==> run_1/port_trees.png <==
Drawn at 6 px/um.
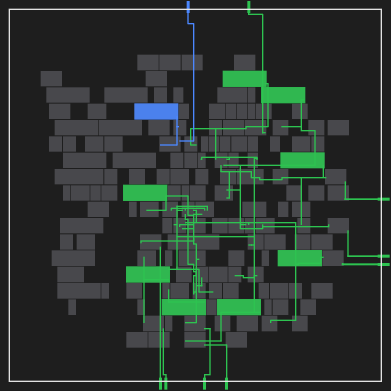
==> run_1/placed.png <==
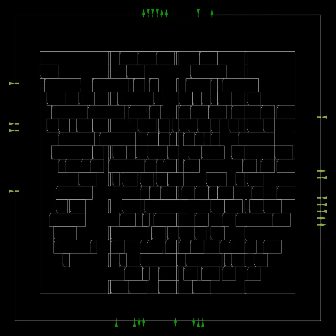
==> run_1/util_map.png <==
Drawn at 6 px/um. The die is cut into 6 by 6 equal tiles; dark blue is low, red is high, 0 to 100% covered.
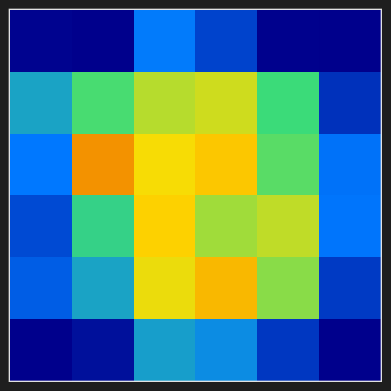
## src/rtl/timer_count_core.sv

```systemverilog
// timer_count_core: prescaled 8-bit up/down counting engine
// with sticky overflow/underflow flags for the timer IP.
module timer_count_core #(
  parameter int CNT_W = 8,
  parameter int DIV_W = 4
) (
  input  logic             pclk,
  input  logic             preset,
  input  logic [CNT_W-1:0] tdr,
  input  logic             load,
  input  logic             up_dn,
  input  logic             en,
  input  logic [1:0]       cks,
  input  logic             clr_ovf,
  input  logic             clr_udf,
  output logic [CNT_W-1:0] tcnt,
  output logic             ovf,
  output logic             udf,
  output logic             tick
);

  logic [DIV_W-1:0] div_cnt;
  logic             sel;
  logic             sel_q;
  logic [1:0]       cks_q;
  logic             rise;

  logic             step;
  logic [CNT_W-1:0] cnt_nxt;
  logic             set_ovf;
  logic             set_udf;

  // Tap select; a tap change masks the edge detect
  // so the old/new tap mix cannot fake a rising edge.
  assign sel  = div_cnt[cks];
  assign rise = sel & ~sel_q & (cks == cks_q);

  // Free-running divider and registered clk_in strobe.
  always_ff @(posedge pclk) begin
    if (preset) begin
      div_cnt <= '0;
      sel_q   <= 1'b0;
      cks_q   <= 2'b00;
      tick    <= 1'b0;
    end else begin
      div_cnt <= div_cnt + DIV_W'(1);
      sel_q   <= sel;
      cks_q   <= cks;
      tick    <= rise;
    end
  end

  // Load beats counting; counting only on an enabled tick.
  assign step = en & tick & ~load;

  // Next count value and wrap detection.
  always_comb begin
    cnt_nxt = tcnt;
    set_ovf = 1'b0;
    set_udf = 1'b0;
    unique case (1'b1)
      load: begin
        cnt_nxt = tdr;
      end
      step & ~up_dn: begin
        cnt_nxt = tcnt + CNT_W'(1);
        set_ovf = &tcnt;
      end
      step & up_dn: begin
        cnt_nxt = tcnt - CNT_W'(1);
        set_udf = ~|tcnt;
      end
      default: begin
        cnt_nxt = tcnt;
      end
    endcase
  end

  // Counter and sticky flags; a new event wins over a clear.
  always_ff @(posedge pclk) begin
    if (preset) begin
      tcnt <= '0;
      ovf  <= 1'b0;
      udf  <= 1'b0;
    end else begin
      tcnt <= cnt_nxt;
      ovf  <= set_ovf | (ovf & ~clr_ovf);
      udf  <= set_udf | (udf & ~clr_udf);
    end
  end

endmodule
```

## config.mk

```make
export PLATFORM = sky130hd
export DESIGN_NAME = timer_count_core
export DESIGN_NICKNAME = d
export VERILOG_FILES = /design/src/rtl/timer_count_core.sv
export SDC_FILE = /design/constraint.sdc
export NUM_CORES = 1
export LEC_CHECK = 0
export CORE_MARGIN = 5
export CORE_UTILIZATION = 40
export CTS_CLUSTER_DIAMETER = 30
export DETAILED_ROUTE_END_ITERATION = 10
export PLACE_DENSITY = 0.69
export SLEW_MARGIN = 20
export SYNTH_ARGS = -nofsm -noshare
export SYNTH_HDL_FRONTEND = slang
export SYNTH_SLANG_ARGS = --single-unit
```

## constraint.sdc

```tcl
create_clock -name pclk -period 2.8 [get_ports pclk]
set_input_delay 0.84 -clock pclk [delete_from_list [all_inputs] [get_ports pclk]]
set_output_delay 0.84 -clock pclk [all_outputs]
set_load 0.01 [all_outputs]
```

==> Slide: Implementation Results, run 1 <==
Implementation Results

STA
  – Hold slack: 401.4 ps
  – Final Hold Fails: 0
  – Max Fclk: 0.3918 GHz
  – Fin crit share: 0.9117

Status
  – Status: finished clean

Yosys
  – MUX share of area: 0.02100
  – Post-synth EDFFs: 0
  – Yosys warning tally: 0
  – Ys cells: approximately 120
  – Net Count, Synth: 139
  – XOR Share, Synth: 0.05718
  – Post-synth ARST share: 0
  – Cells after Synth: between 100 and 150
  – Syn avg cell area: between 8 and 9 um^2
  – Post-Synth Adder-Cell Area: 0.02334

Cells and area
  – Share of layout cells above drive strength 1: 0.09868
  – Fillers: between 200 and 250
  – Area Overhead vs Synth: 33.02%
  – Cell area after layout: between 1000 and 1500 um^2

Setup path
  – CP arrival: 2790 ps
  – R2R depth: 6
  – Crit-path max FO: 2
  – CP Data Required Time: 3040 ps
  – Crit. End Element: flip-flop
  – Register-to-register setup slack: about 870 ps
  – Reg-to-Reg Start: tick$_SDFF_PP0_

Detailed routing
  – Vias per cell: 5.654
  – ANT nets after route: 0
  – Wirelength per Cell: approximately 15 um
  – DRT iter0 DRCs: 32

Floorplanning
  – Full die area: 3816 um^2
  – Die Span X: 61.78 um
  – Die H: 61.78 um

Global route
  – Largest net degree at the start of global routing: 17
  – Via count of the first global-routing pass: 1048
  – Total track usage: 0.1589
  – Overflow after GRT: 0
  – Initial antenna violation count: 0

Clock tree
  – Htree depth: 1
  – CTS resizes: 0
  – Clock Latency Late Sink: 310 ps

Placement
  – Post-DP Area: 1390 um^2
  – Post-DP HPWL: 2045 um

Min path
  – Worst Hold Depth: 1
  – Hold WC Path Type: flip-flop to flip-flop

Power and ir drop
  – Total Power: 564.2 uW
Back to the opening pictures, port_trees.png:
port	colour	bits	direction	end cells	buffers	wire
`tcnt`	green	8	output	8	8	470 um
`udf`	blue	1	output	1	1	32.3 um

Back to the opening pictures, placed.png:
row count: 18
Non-Filler Instances: 182
Core Util, Final: 0.5655
fraction of area in registers: 0.2526

Back to the opening pictures, util_map.png:
nearly empty tiles	17%
mean over tiles	36%
tiles over 75% full	11%
fullest tile	83%
densest ninth of the die	centre
starting density of the core: 0.4251
Floorplan Core Area: 2522 um^2

run 1: how the worst max path moves through the flow:
stage / cells after the start / from / slack, ps / end
after floorplan: 7 / up_dn / 400 / tcnt[4]$_SDFFE_PP0P_
after global placement: 7 / en / -30 / tcnt[4]$_SDFFE_PP0P_
after detailed placement: 7 / en / -70 / tcnt[4]$_SDFFE_PP0P_
after CTS: 7 / en / 260 / tcnt[4]$_SDFFE_PP0P_
after global routing: 7 / en / 230 / tcnt[4]$_SDFFE_PP0P_
final: 7 / en / 250 / tcnt[4]$_SDFFE_PP0P_
run 1: critical path: stages:
cell and delay, ps:
clkdlybuf4s50_1 560, nand4b_4 130, xnor2_1 140, ha_1 200, or4_1 520, a211o_1 300, o211ai_1 90
run 1: cell type report:
class	instances	area share
clock buffers	4	0.02544
flip-flops and latches	18	0.2526
inverters	2	0.005263
well taps	30	0.02632
repair buffers	33	0.2211
multi-input cells	95	0.4693
run 1: report_power, final:
part	leakage, nW	internal, mW	switching, mW
combinational	0.336	0.0644	0.0432
sequential	0.148	0.270	0.0192
clock	0.0210	0.0794	0.0879
run 1: state kept, by name, summed over array words and instances (netlist names):
name,cells
div_cnt,4
cks_q,2
ovf,1
udf,1
sel_q,1
tick,1
tcnt,8
run 1: routing by layer:
metal	routed length, um	GRT usage	vias up	part of all wire
li1	-	-	519	-
met1	1100	0.1713	481	0.41
met2	1360	0.2840	23	0.51
met3	161	0.04959	6	0.060
met4	65	0.06970	0	0.024
met5	0	0	-	0
run 1: synth_stat cells (2+ instances only):
master / instances
nor3_1: 2
dfxtp_1: 18
nand3b_1: 7
xor2_1: 4
nor2_1: 8
buf_6: 2
o211ai_1: 6
a211oi_1: 2
nor2b_1: 5
or3_1: 7
clkbuf_1: 2
nand2b_1: 2
xnor2_1: 3
nand2_1: 5
ha_1: 2
o21ai_0: 2
nand3_1: 4
nand4_1: 5
a211o_1: 4
nor3b_1: 2
and3b_1: 2
a21oi_1: 7
nor4_1: 2
run 1: logic make-up (layout without fill, tap and decap cells):
group	Yosys count	count (layout)
XOR/XNOR	7	7
buffers and inverters	7	39
AND/OR/NAND/NOR	61	61
flip-flops	18	18
adder cells (fa/ha/maj)	2	2
AND-OR/OR-AND	24	24
multiplexers	1	1
run 1: layout by cell type (no fill, tap or decap), types with 2 or more instances in the layout:
cell type        count
a211o_1              4
a211oi_1             2
a21oi_1              7
and3b_1              2
buf_4                6
clkbuf_4             3
clkdlybuf4s50_1     27
dfxtp_1             18
ha_1                 2
nand2_1              5
nand2b_1             2
nand3_1              4
nand3b_1             7
nand4_1              5
nor2_1               8
nor2b_1              5
nor3_1               2
nor3b_1              2
nor4_1               2
o211ai_1             6
o21ai_0              2
or3_1                7
xnor2_1              3
xor2_1               4
run 1: through the flow:
| step | setup TNS, ps | instances |
|---|---|---|
| 2_1_floorplan | 0 | 120 |
| 3_3_place_gp | -26.94 | 178 |
| 3_5_place_dp | -66.01 | 178 |
| 4_1_cts | 0 | 182 |
| 5_1_grt | 0 | 182 |
| 6_report | 0 | 182 |
==> run_1/m1.png <==
Drawn at 10 px/um. Supply wires on this layer in grey. Cells faint in the background.
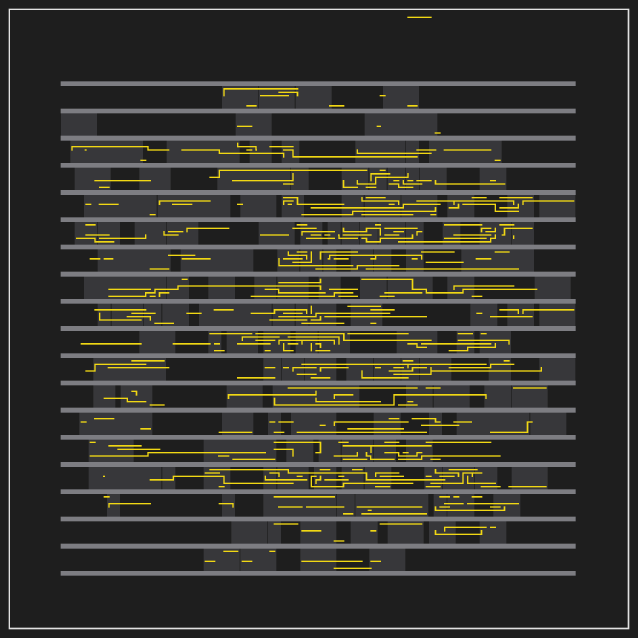

==> run 2: changes to the inputs <==
- CORE_MARGIN: 5 -> 1.5
- HOLD_SLACK_MARGIN: unset -> 0.08
==> run_2/m1.png <==
Drawn at 10 px/um. Supply wires on this layer in grey. Cells faint in the background.
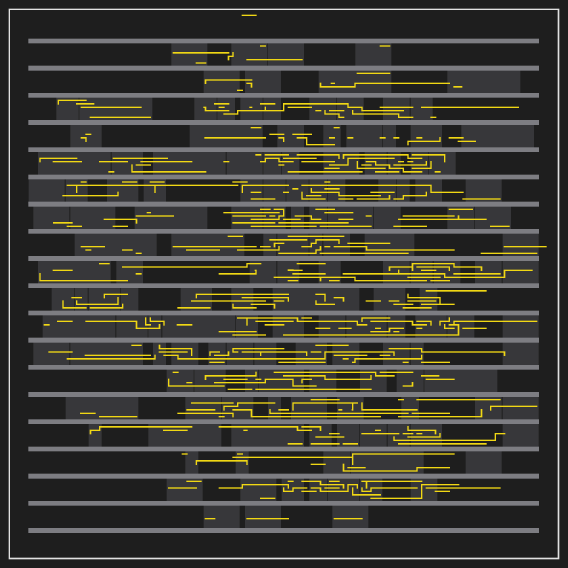
longest straight run	17.5 um
share of all routed wire	46%
nets with wire on the layer	151
main direction	horizontal

==> run_2/placed.png <==
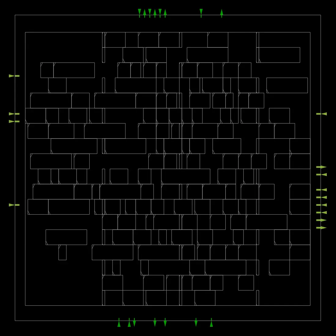
Non-Filler Instances: 183
num tapcells: 30
Core Util, Final: 0.5736

==> run 2 against run 1 <==
Critical path depth stayed put; synthesized cell count unchanged; synthesized area is the same; flip-flop count stayed put; first-iteration DRC count shrank 44%; worst hold slack improved by 36 ps.
==> Slide: Implementation Results, run 2 <==
Implementation Results

Global route
  – Via count of the first global-routing pass: 1017 (was 1048)
  – Total track usage: 0.2056 (was 0.1589)
  – Overflow after GRT: 0 (unchanged)

Yosys
  – Top cells by count, synth: dfxtp_1 (18), nor2_1 (8), a21oi_1 (7), nand3b_1 (7), or3_1 (7) (unchanged)
  – Net Count, Synth: 139 (unchanged)
  – Yosys warning tally: 0 (unchanged)
  – Most common cell in the netlist: dfxtp_1 (unchanged)
  – Post-synth ARST share: 0 (unchanged)

Cells and area
  – Top cells excl fill/tap: clkdlybuf4s50_1 (27), dfxtp_1 (18), nor2_1 (8) (unchanged)
  – Area Overhead vs Synth: 33.72% (was 33.02%)
  – Largest register FFs: 8 (unchanged)
  – Top flop regs: tcnt: 8 flops, div_cnt: 4 flops, cks_q: 2 flops (unchanged)
  – Most used logic cell in the final layout: clkdlybuf4s50_1 (unchanged)
  – Cell area after layout: 1434 um^2 (was 1426 um^2)
  – Largest Register: tcnt (unchanged)

Detailed routing
  – Wirelength per Cell: 14.33 um (was 14.77 um)
  – DRT iter0 DRCs: 18 (was 32)
  – ANT nets after route: 0 (unchanged)
  – Vias per cell: 5.617 (was 5.654)

Floorplanning
  – Die H: 54.78 um (was 61.78 um)
  – Floorplan Core Area: 2500 um^2 (was 2522 um^2)
  – Die Span X: 54.78 um (was 61.78 um)
  – Row count: 18 (unchanged)
  – Full die area: 3000 um^2 (was 3816 um^2)

Clock tree
  – CTS resizes: 0 (unchanged)
  – Htree depth: 1 (unchanged)
  – Clock Latency Late Sink: 310 ps (about the same)

Placement
  – Placed Cells: 179 (was 178)
  – Post-DP HPWL: 1963 um (was 2045 um)

Setup path
  – CP Data Required Time: 3050 ps (was 3040 ps)
  – CP arrival: 2790 ps (about the same)
  – Crit-path max FO: 2 (unchanged)
  – Crit. End Element: flip-flop (unchanged)

Status
  – Status: finished clean (unchanged)

STA
  – Hold slack: 437.4 ps (was 401.4 ps)
  – Final Hold Fails: 0 (unchanged)
  – Fin crit share: 0.9102 (was 0.9117)
  – Setup TNS: 0 ps (unchanged)

Min path
  – Hold WC Path Type: flip-flop to flip-flop (unchanged)
-- run 2: cell counts after synthesis --
Identical to the previous run, type by type.
-- run 2: critical path, stage by stage --
cell,delay [ps]
clkdlybuf4s50_1,560
nand4b_4,130
xnor2_1,140
ha_1,200
or4_1,530
a211o_1,310
o211ai_1,80
-- run 2: cell type report --
cell class,count,share of cell area
Sequential cell,18,0.2513
Multi-Input combinational cell,95,0.4668
Timing Repair Buffer,34,0.2251
Tap cell,30,0.02618
Clock buffer,4,0.02531
Inverter,2,0.005236
-- run 2: worst paths after layout --
kind | startpoint | to | cells past startpoint
max | en | tcnt[4]$_SDFFE_PP0P_ | 7
min | sel_q$_SDFF_PP0_ | tick$_SDFF_PP0_ | 1
max reg2reg | tick$_SDFF_PP0_ | tcnt[4]$_SDFFE_PP0P_ | 6
min reg2reg | sel_q$_SDFF_PP0_ | tick$_SDFF_PP0_ | 1
-- run 2: power breakdown --
part / internal [mW] / switching [mW]
Sequential: 0.270 / 0.0195
Combinational: 0.0654 / 0.0431
Clock: 0.0793 / 0.0896
-- run 2: layer usage --
layer	GRT usage	wire, um
met1	0.2454	1206
met2	0.3671	1298
met3	0.05738	101
met4	0.03333	15
met5	0	0
-- run 2: kinds of logic (layout without fill, tap and decap cells) --
| kind of cell | count (synthesis) | count (layout) | synth area share |
|---|---|---|---|
| flops | 18 | 18 | 0.3361 |
| fa+ha+maj | 2 | 2 | 0.02333 |
| mux | 1 | 1 | 0.02100 |
| xor+xnor | 7 | 7 | 0.05718 |
| buf+inv | 7 | 40 | 0.03966 |
| simple gates | 61 | 61 | 0.3699 |
| compound gates | 24 | 24 | 0.1528 |
Power figures rest on the tool's default switching activity, not on a simulated workload.
